$ cat config.mk
export PLATFORM = sky130hd
export DESIGN_NAME = vga_timing_core
export DESIGN_NICKNAME = d
export VERILOG_FILES = /design/src/rtl/vga_timing_pkg.sv /design/src/rtl/vga_timing_core_sync_delay_line.sv /design/src/rtl/vga_timing_core.sv
export SDC_FILE = /design/constraint.sdc
export NUM_CORES = 1
export LEC_CHECK = 0
export ABC_AREA = 1
export CAP_MARGIN = 20
export CORE_MARGIN = 5
export CORE_UTILIZATION = 25
export CTS_CLUSTER_DIAMETER = 150
export DETAILED_ROUTE_END_ITERATION = 7
export PLACE_DENSITY_LB_ADDON = 0.1
export SLEW_MARGIN = 0
export SYNTH_ARGS = -nofsm -noshare
export SYNTH_HDL_FRONTEND = slang
export SYNTH_HIERARCHICAL = 1
export SYNTH_SLANG_ARGS = --single-unit
$ cat constraint.sdc
create_clock -name clk -period 2.1 [get_ports clk]
set_input_delay 0.42 -clock clk [delete_from_list [all_inputs] [get_ports clk]]
set_output_delay 0.42 -clock clk [all_outputs]
set_load 0.01 [all_outputs]
$ cat src/rtl/vga_timing_pkg.sv
// Shared raster constants and helpers for the VGA timing source.
// The defaults describe the 640x480@60 mode; CNT_W sizes the raster counters.
package vga_timing_pkg;
  localparam int CNT_W = 10;

  localparam int DEF_H_ACTIVE = 640;
  localparam int DEF_H_FP     = 16;
  localparam int DEF_H_SYNC   = 96;
  localparam int DEF_H_BP     = 48;
  localparam int DEF_V_ACTIVE = 480;
  localparam int DEF_V_FP     = 10;
  localparam int DEF_V_SYNC   = 2;
  localparam int DEF_V_BP     = 33;

  localparam int DEF_H_TOTAL = DEF_H_ACTIVE + DEF_H_FP + DEF_H_SYNC + DEF_H_BP;
  localparam int DEF_V_TOTAL = DEF_V_ACTIVE + DEF_V_FP + DEF_V_SYNC + DEF_V_BP;

  localparam int DEF_H_SYNC_START = DEF_H_ACTIVE + DEF_H_FP;
  localparam int DEF_H_SYNC_END   = DEF_H_SYNC_START + DEF_H_SYNC;
  localparam int DEF_V_SYNC_START = DEF_V_ACTIVE + DEF_V_FP;
  localparam int DEF_V_SYNC_END   = DEF_V_SYNC_START + DEF_V_SYNC;

  typedef struct packed {
    logic hsync;
    logic vsync;
    logic de;
  } sync_bus_t;

  // Half-open window test: lo <= pos < hi.
  function automatic logic in_window(input logic [CNT_W-1:0] pos, input int lo, input int hi);
    return (int'(pos) >= lo) && (int'(pos) < hi);
  endfunction
endpackage

$ cat src/rtl/vga_timing_core_sync_delay_line.sv
// pix_ce-qualified shift register that realigns syncs/DE with the colour path.
// DEPTH=0 degenerates to a wire; reset loads every stage with the idle vector.
module sync_delay_line #(
  parameter int WIDTH = 3,
  parameter int DEPTH = 1
) (
  input  logic             clk,
  input  logic             rst_n,
  input  logic             ce,
  input  logic [WIDTH-1:0] rst_val,
  input  logic [WIDTH-1:0] d,
  output logic [WIDTH-1:0] q
);
  generate
    if (DEPTH == 0) begin : g_bypass
      logic unused_ctrl;
      assign unused_ctrl = ^{clk, rst_n, ce, rst_val};
      assign q = d;
    end else begin : g_shift
      logic [WIDTH-1:0] stage [DEPTH];

      always_ff @(posedge clk) begin
        if (!rst_n) begin
          for (int i = 0; i < DEPTH; i++) stage[i] <= rst_val;
        end else if (ce) begin
          stage[0] <= d;
          for (int i = 1; i < DEPTH; i++) stage[i] <= stage[i-1];
        end
      end

      assign q = stage[DEPTH-1];
    end
  endgenerate
endmodule

$ cat src/rtl/vga_timing_core.sv
// Raster timing source: counters, sync/blank decodes, line/frame strobes and
// delayed sync/DE copies matching the registered colour path.
module vga_timing_core
  import vga_timing_pkg::*;
#(
  parameter int H_ACTIVE  = DEF_H_ACTIVE,
  parameter int H_FP      = DEF_H_FP,
  parameter int H_SYNC    = DEF_H_SYNC,
  parameter int H_BP      = DEF_H_BP,
  parameter int V_ACTIVE  = DEF_V_ACTIVE,
  parameter int V_FP      = DEF_V_FP,
  parameter int V_SYNC    = DEF_V_SYNC,
  parameter int V_BP      = DEF_V_BP,
  parameter bit H_POL     = 1'b0,
  parameter bit V_POL     = 1'b0,
  parameter int OUT_DELAY = 1
) (
  input  logic             clk,
  input  logic             rst_n,
  input  logic             pix_ce,
  output logic [CNT_W-1:0] hpos,
  output logic [CNT_W-1:0] vpos,
  output logic             display_on,
  output logic             hsync,
  output logic             vsync,
  output logic             line_start,
  output logic             frame_start,
  output logic [15:0]      frame_cnt,
  output logic             hsync_o,
  output logic             vsync_o,
  output logic             de_o
);
  localparam int H_TOTAL = H_ACTIVE + H_FP + H_SYNC + H_BP;
  localparam int V_TOTAL = V_ACTIVE + V_FP + V_SYNC + V_BP;
  localparam logic [CNT_W-1:0] H_LAST = CNT_W'(H_TOTAL - 1);
  localparam logic [CNT_W-1:0] V_LAST = CNT_W'(V_TOTAL - 1);
  localparam sync_bus_t IDLE = {~H_POL, ~V_POL, 1'b0};

  logic [CNT_W-1:0] h_nxt, v_nxt;
  logic             at_origin;
  sync_bus_t        raw_bus, dly_bus;

  // Decodes use the next-state position so every flop describes the same pixel.
  always_comb begin
    h_nxt = (hpos == H_LAST) ? '0 : hpos + 1'b1;
    v_nxt = vpos;
    if (hpos == H_LAST) v_nxt = (vpos == V_LAST) ? '0 : vpos + 1'b1;
    at_origin = (h_nxt == '0) && (v_nxt == '0);
  end

  always_ff @(posedge clk) begin
    if (!rst_n) begin
      hpos        <= H_LAST;
      vpos        <= V_LAST;
      display_on  <= 1'b0;
      hsync       <= ~H_POL;
      vsync       <= ~V_POL;
      line_start  <= 1'b0;
      frame_start <= 1'b0;
      frame_cnt   <= 16'hFFFF;
    end else if (pix_ce) begin
      hpos        <= h_nxt;
      vpos        <= v_nxt;
      display_on  <= in_window(h_nxt, 0, H_ACTIVE) && in_window(v_nxt, 0, V_ACTIVE);
      hsync       <= in_window(h_nxt, H_ACTIVE + H_FP, H_ACTIVE + H_FP + H_SYNC) ? H_POL : ~H_POL;
      vsync       <= in_window(v_nxt, V_ACTIVE + V_FP, V_ACTIVE + V_FP + V_SYNC) ? V_POL : ~V_POL;
      line_start  <= (h_nxt == '0);
      frame_start <= at_origin;
      if (at_origin) frame_cnt <= frame_cnt + 16'd1;
    end
  end

  assign raw_bus = {hsync, vsync, display_on};

  sync_delay_line #(
    .WIDTH (3),
    .DEPTH (OUT_DELAY)
  ) u_sync_delay (
    .clk     (clk),
    .rst_n   (rst_n),
    .ce      (pix_ce),
    .rst_val (IDLE),
    .d       (raw_bus),
    .q       (dly_bus)
  );

  assign {hsync_o, vsync_o, de_o} = dly_bus;
endmodule
Fig. 1: run 1, M2 wires
Drawn at 2 px/micron. Cells faint in the background.
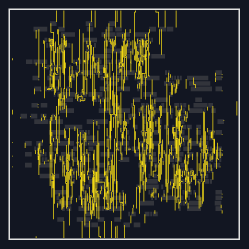
- nets with wire on the layer: 408
- share of all routed wire: 46%
- main direction: vertical

Fig. 2: run 1, routing congestion map
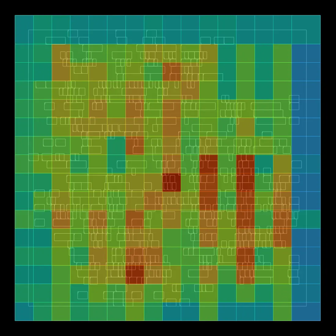
total track usage: 0.1358
GRT met1 Usage: 0.1887
wire length per cell: 13.65 microns
global-route met3 utilization: 0.03013

==> qor.txt, run 1 <==
status: complete, no violations
fraction of area in clock buffers and inverters: 0.01964
row count: 38
sequential share of cell area: 0.2224
top post-synthesis cells by area: dfxtp_1 30%, nand2_1 15%, nand3_1 9.6%
DIE WIDTH: 114.3 microns
post-route ant nets: 0
worst hold endpoint: frame_start
Final WS setup: 0.07327 ns
Initial DRC Count: 129
DP Area: 3635 sq um
DR WL met2: 4.164 mm
Max-Cap Viols: 0
Power Combinational: 0.700 mW
Mux area share: 0
Post-synth top cells: 112 x nand2_1, 52 x nand3_1, 51 x inv_1, 41 x dfxtp_1, 37 x nor2_1
Synth Area in Adders: 0.01842
Placed Cells incl. Taps: 640
Max stage delay cell, worst path: dfxtp_2
clock root buffer: clkbuf_8
YS chip area: 2718 sq um
# diodes: 0
Signal buf overhead: 0.2541
Arrival @ worst endpoint: 2.27 ns
busiest grt layer: met2
unrepaired setup endpoints after global routing: yes
Synth area leader: dfxtp_1
main flop type after synthesis: dfxtp_1
Layout area overhead: 52.39%
sequential power share: 0.429
Starting Density: 0.2529
Int Pwr: 1.438 mW
clkbuf count: 7
cts hold-fix bufs: 0
tool warning count: 28
Skew-Pair Late Insertion Delay: 0.30 ns
Peak VDD IR: 244.4 uV
number of non-clock buffers: 105
initial antenna violation count: 0
yosys xor share: 0.006446
Critical Path RT: 2.34 ns
io pins: 47
CP Launch Type: flop
critical path endpoint category: flop
aoi share: 0.09392
Mean Syn Cell Area: 6.350 sq um
FMAX: 493.4 MHz
Metal-1 WL: 4.462 mm
Simple-Gate Fraction of Synth Area: 0.4319
final core utilization: 0.3854
met2 Track Usage GR: 0.2135
Setup TNS: 0 ns
depth of the CTS H-tree: 2
first-pass GRT wire length: 14.50 mm
Syn Std Cell Area: 2718 sq um
yosys warns: 6
CP Depth: 16
Top-area cell share: 0.3020
DRC violations left: 0
Final period util: 0.9651
Num CTS Buffers: 5
design area: 4141 sq um
reg2reg start: hpos[1]
uppermost routed layer: met4
clk sink count: 44
Final Wtd Congestion: 0.8504
worst hold slack: 0.4780 ns
flops & latches, synth: 44
origin of the worst setup path: hpos[1]
CP max stage delay: 0.34 ns
Reg clk slew, reported paths: 0.09 ns
cell depth of the worst flop-to-flop path: 16
most numerous cell in the Yosys netlist: nand2_1
dpl hpwl: 6.088 mm
PD cells: 520.4 nW/um^2
Synth Instances: 428
worst clock skew: 0.009815 ns
DR WL met3: 376 microns
top flop regs: frame_cnt (16), hpos (10), vpos (10)
Post-CTS Resized: 3
Fin. Hold Viols: 0
Crit Reg-Reg Endpoint: frame_cnt[14]
Clock power frac: 0.246
Fig. 3: run 1, selected gate families
Drawn at 4 px/micron.
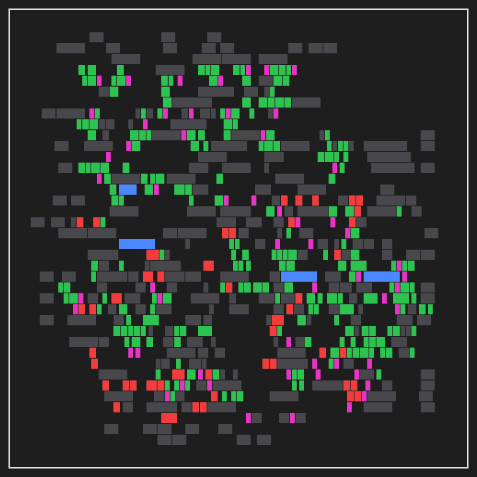
- nand cells: green (cells 203; most used nand2_1)
- fa/ha/maj cells: blue (cells 4; most used ha_4)
- inv cells: magenta (cells 57; most used inv_1)
- aoi and oai cells: red (cells 47; most used a21oi_1)
Cell Count, Final, Fillers Out: 665
Commonest Layout Cell: nand2_1

## Run 2: what changed since run 1
--- a/config.mk
+++ b/config.mk
@@ -12,7 +12,8 @@
 export CTS_CLUSTER_DIAMETER = 150
 export DETAILED_ROUTE_END_ITERATION = 7
 export PLACE_DENSITY_LB_ADDON = 0.1
-export SLEW_MARGIN = 0
+export REMOVE_ABC_BUFFERS = 1
+export SLEW_MARGIN = 20
 export SYNTH_ARGS = -nofsm -noshare
 export SYNTH_HDL_FRONTEND = slang
 export SYNTH_HIERARCHICAL = 1
Fig. 4: run 2, selected gate families
Drawn at 4 px/micron.
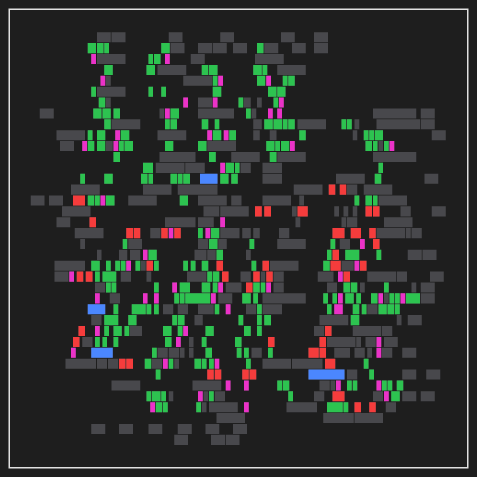
Cell Count, Final, Fillers Out: 657
multi-input combinational area share: 0.4108

Fig. 5: run 2, routing congestion map
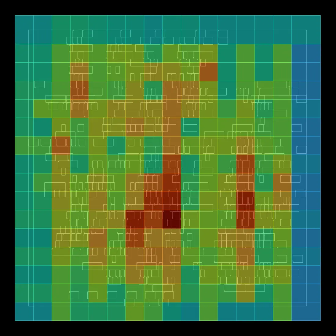
final core utilization: 0.3735
busiest grt layer: met2
met2 Track Usage GR: 0.2385

Fig. 6: run 2, layout detail
Region (37, 60) to (77, 100) microns. Cells in gray, sequential cells in the stronger gray; small squares are vias.
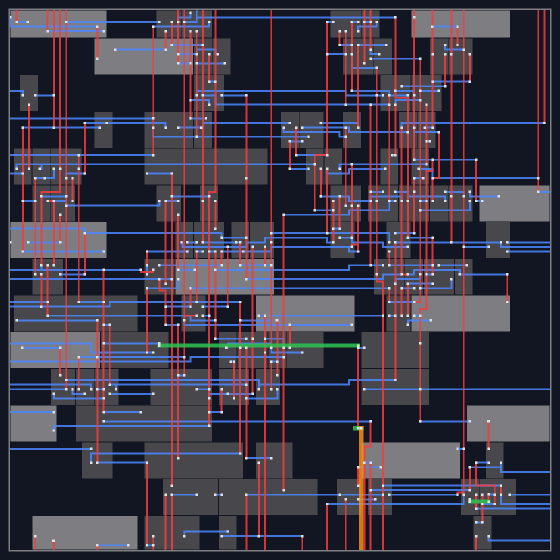
- metal 1: blue
- metal 2: red
- metal 3: green
- metal 4: orange
- netlist names of flops here include: frame_cnt (9)
- sequential cells in the window: 12
- cells with their middle in the window: 94
- most frequent: nand4_1 (16), nand2_1 (13)

==> run 2 against run 1 <==
Combinational power fell by 7.0%. Wire length shrank 0.11%. Flip-flop count unchanged. Highest routed layer unchanged.
==> qor.txt, run 2 <==
number of non-clock inverters in the layout: 57
Final Wtd Congestion: 0.8189 (-3.7%)
max FFs per register: 16
Initial DRC Count: 159 (+23%)
Peak VDD IR: 364.6 uV (+49%)
Top-area cell share: 0.3020 (unchanged)
# setup viols final: 0
layout cells sized above 1: 0.1992
FMAX: 485.1 MHz (-1.7%)
Commonest Layout Cell: nand2_1
Mux area share: 0 (unchanged)
uppermost routed layer: met4
final wirelength: 9.065 mm
Crit Reg-Reg Endpoint: frame_cnt[11]
Max stage delay cell, worst path: dfxtp_2
Post-synth seq share: 0.3352
tool warning count: 27 (-3.6%)
Comb area: 1649 sq um
sequential power share: 0.399 (-0.030)
die y size: 114.3 microns
Critical Path RT: 2.36 ns (+0.02 ns)
nets@finish: 523
total track usage: 0.1391 (+0.003376)
Fillers: 1172
most common logic cells in the final layout: 103 x nand2_1, 51 x inv_1, 46 x nand3_1, 46 x clkdlybuf4s50_1, 42 x buf_4
Multi-In Gates: 313
yosys warns: 6 (unchanged)
yosys xor share: 0.006446 (unchanged)
clk sink count: 44 (unchanged)
origin of the worst setup path: hpos[0]
DR vias: 3112
GRT met1 Usage: 0.1794 (-0.009303)
initial antenna violation count: 0 (unchanged)
Layout area overhead: 47.70%
die area: 13060 sq um
clock root buffer: clkbuf_8
critical-path cell list: ha_4, nand2_4, nor2_4, nand2_2, buf_12, nand2_1, nand2_2, nor2_2, nand2_2, inv_2, nand2_1, nor2_4, clkbuf_16, nand4_1, nand3_1
worst hold slack: 0.5035 ns (+0.02551 ns)
Clock group: 0.739 mW
Max-area cell class: multi-input combinational cells
DP Area: 3611 sq um (-0.65%)
PD cells: 576.5 nW/um^2 (+11%)
DR WL met2: 4.379 mm (+5.2%)
TritonCTS clock tree: built
cell depth of the worst flop-to-flop path: 15 (-1)
Core Area: 10750 sq um
most numerous cell in the Yosys netlist: nand2_1
Max clock buf depth: 2
dpl hpwl: 6.108 mm (+0.34%)
critical path endpoint category: flop
DRC violations left: 0 (unchanged)
DIE WIDTH: 114.3 microns (unchanged)
pre-CTS WS: -0.01403 ns
Top delay family on crit path: simple AND/OR/NAND/NOR gates
first-pass GRT wire length: 14.68 mm (+1.3%)
clkbuf count: 6 (-1)
Final period util: 0.9817 (+0.01662)
number of non-clock buffers: 95 (-9.5%)
flops & latches, synth: 44 (unchanged)
Switching Fraction: 0.3268
wire length per cell: 13.80 microns (+1.1%)
tap cell instance count: 140
Setup TNS: 0 ns (unchanged)
design area: 4014 sq um (-3.1%)
Via density: 4.737
Starting Density: 0.2529 (unchanged)
aoi share: 0.09392 (unchanged)
worst clock skew: 0.01279 ns (+0.002971 ns)
Leakage: 1.975 nW
io pins: 47 (unchanged)
Metal-1 WL: 4.202 mm (-5.8%)
Mean Syn Cell Area: 6.350 sq um (unchanged)
row count: 38 (unchanged)
Skew-Pair Late Insertion Delay: 0.31 ns (about the same)
Synth area leader: dfxtp_1
global-route met3 utilization: 0.02273 (-0.007400)
total net switching power: 0.7562 mW
Final WS setup: 0.03838 ns (-0.03489 ns)
count of library flops with an enable pin: 3
Simple-Gate Fraction of Synth Area: 0.4319 (unchanged)
Num CTS Buffers: 5 (unchanged)
Max-Cap Viols: 0 (unchanged)
Clock power frac: 0.319 (+0.073)
Power Combinational: 0.651 mW (-7.0%)
Syn Std Cell Area: 2718 sq um (unchanged)
Placed Cells incl. Taps: 637 (-0.47%)
post-route ant nets: 0 (unchanged)
unrepaired setup endpoints after global routing: yes
crit path max fanout: 12
largest net degree at the start of global routing: 37
reg2reg start: hpos[0]
top flop regs: frame_cnt (16), hpos (10), vpos (10)
top post-synthesis cells by area: dfxtp_1 30%, nand2_1 15%, nand3_1 9.6%
WP buf/inv: 3
DR WL met3: 342 microns (-9.0%)
# diodes: 0 (unchanged)
Seq power: 0.924 mW
Top reg by flops: frame_cnt
CP Launch Type: flop
combinational power share: 0.281
Post-synth top cells: 112 x nand2_1, 52 x nand3_1, 51 x inv_1, 41 x dfxtp_1, 37 x nor2_1
sequential share of cell area: 0.2288 (+0.006446)
Worst R2R Setup Slack: 0.04 ns
main flop type after synthesis: dfxtp_1
CP Depth: 15 (-1)
depth of the CTS H-tree: 2 (unchanged)
Int Pwr: 1.558 mW (+8.3%)
Signal buf overhead: 0.2325 (-0.02154)
status: complete, no violations
Post-CTS Resized: 5 (+2)
cts hold-fix bufs: 0 (unchanged)
Synth Area in Adders: 0.01842 (unchanged)
CP max stage delay: 0.36 ns (+0.02 ns)
Arrival @ worst endpoint: 2.32 ns (+0.05 ns)
Synth Instances: 428 (unchanged)
fraction of area in clock buffers and inverters: 0.03024 (+0.01060)
Reg clk slew, reported paths: 0.10 ns (about the same)
DRT Pass-1 Iters: 4
worst hold endpoint: frame_cnt[7]
Fin. Hold Viols: 0 (unchanged)
YS chip area: 2718 sq um (unchanged)
Power and IR drop assume default switching activity.
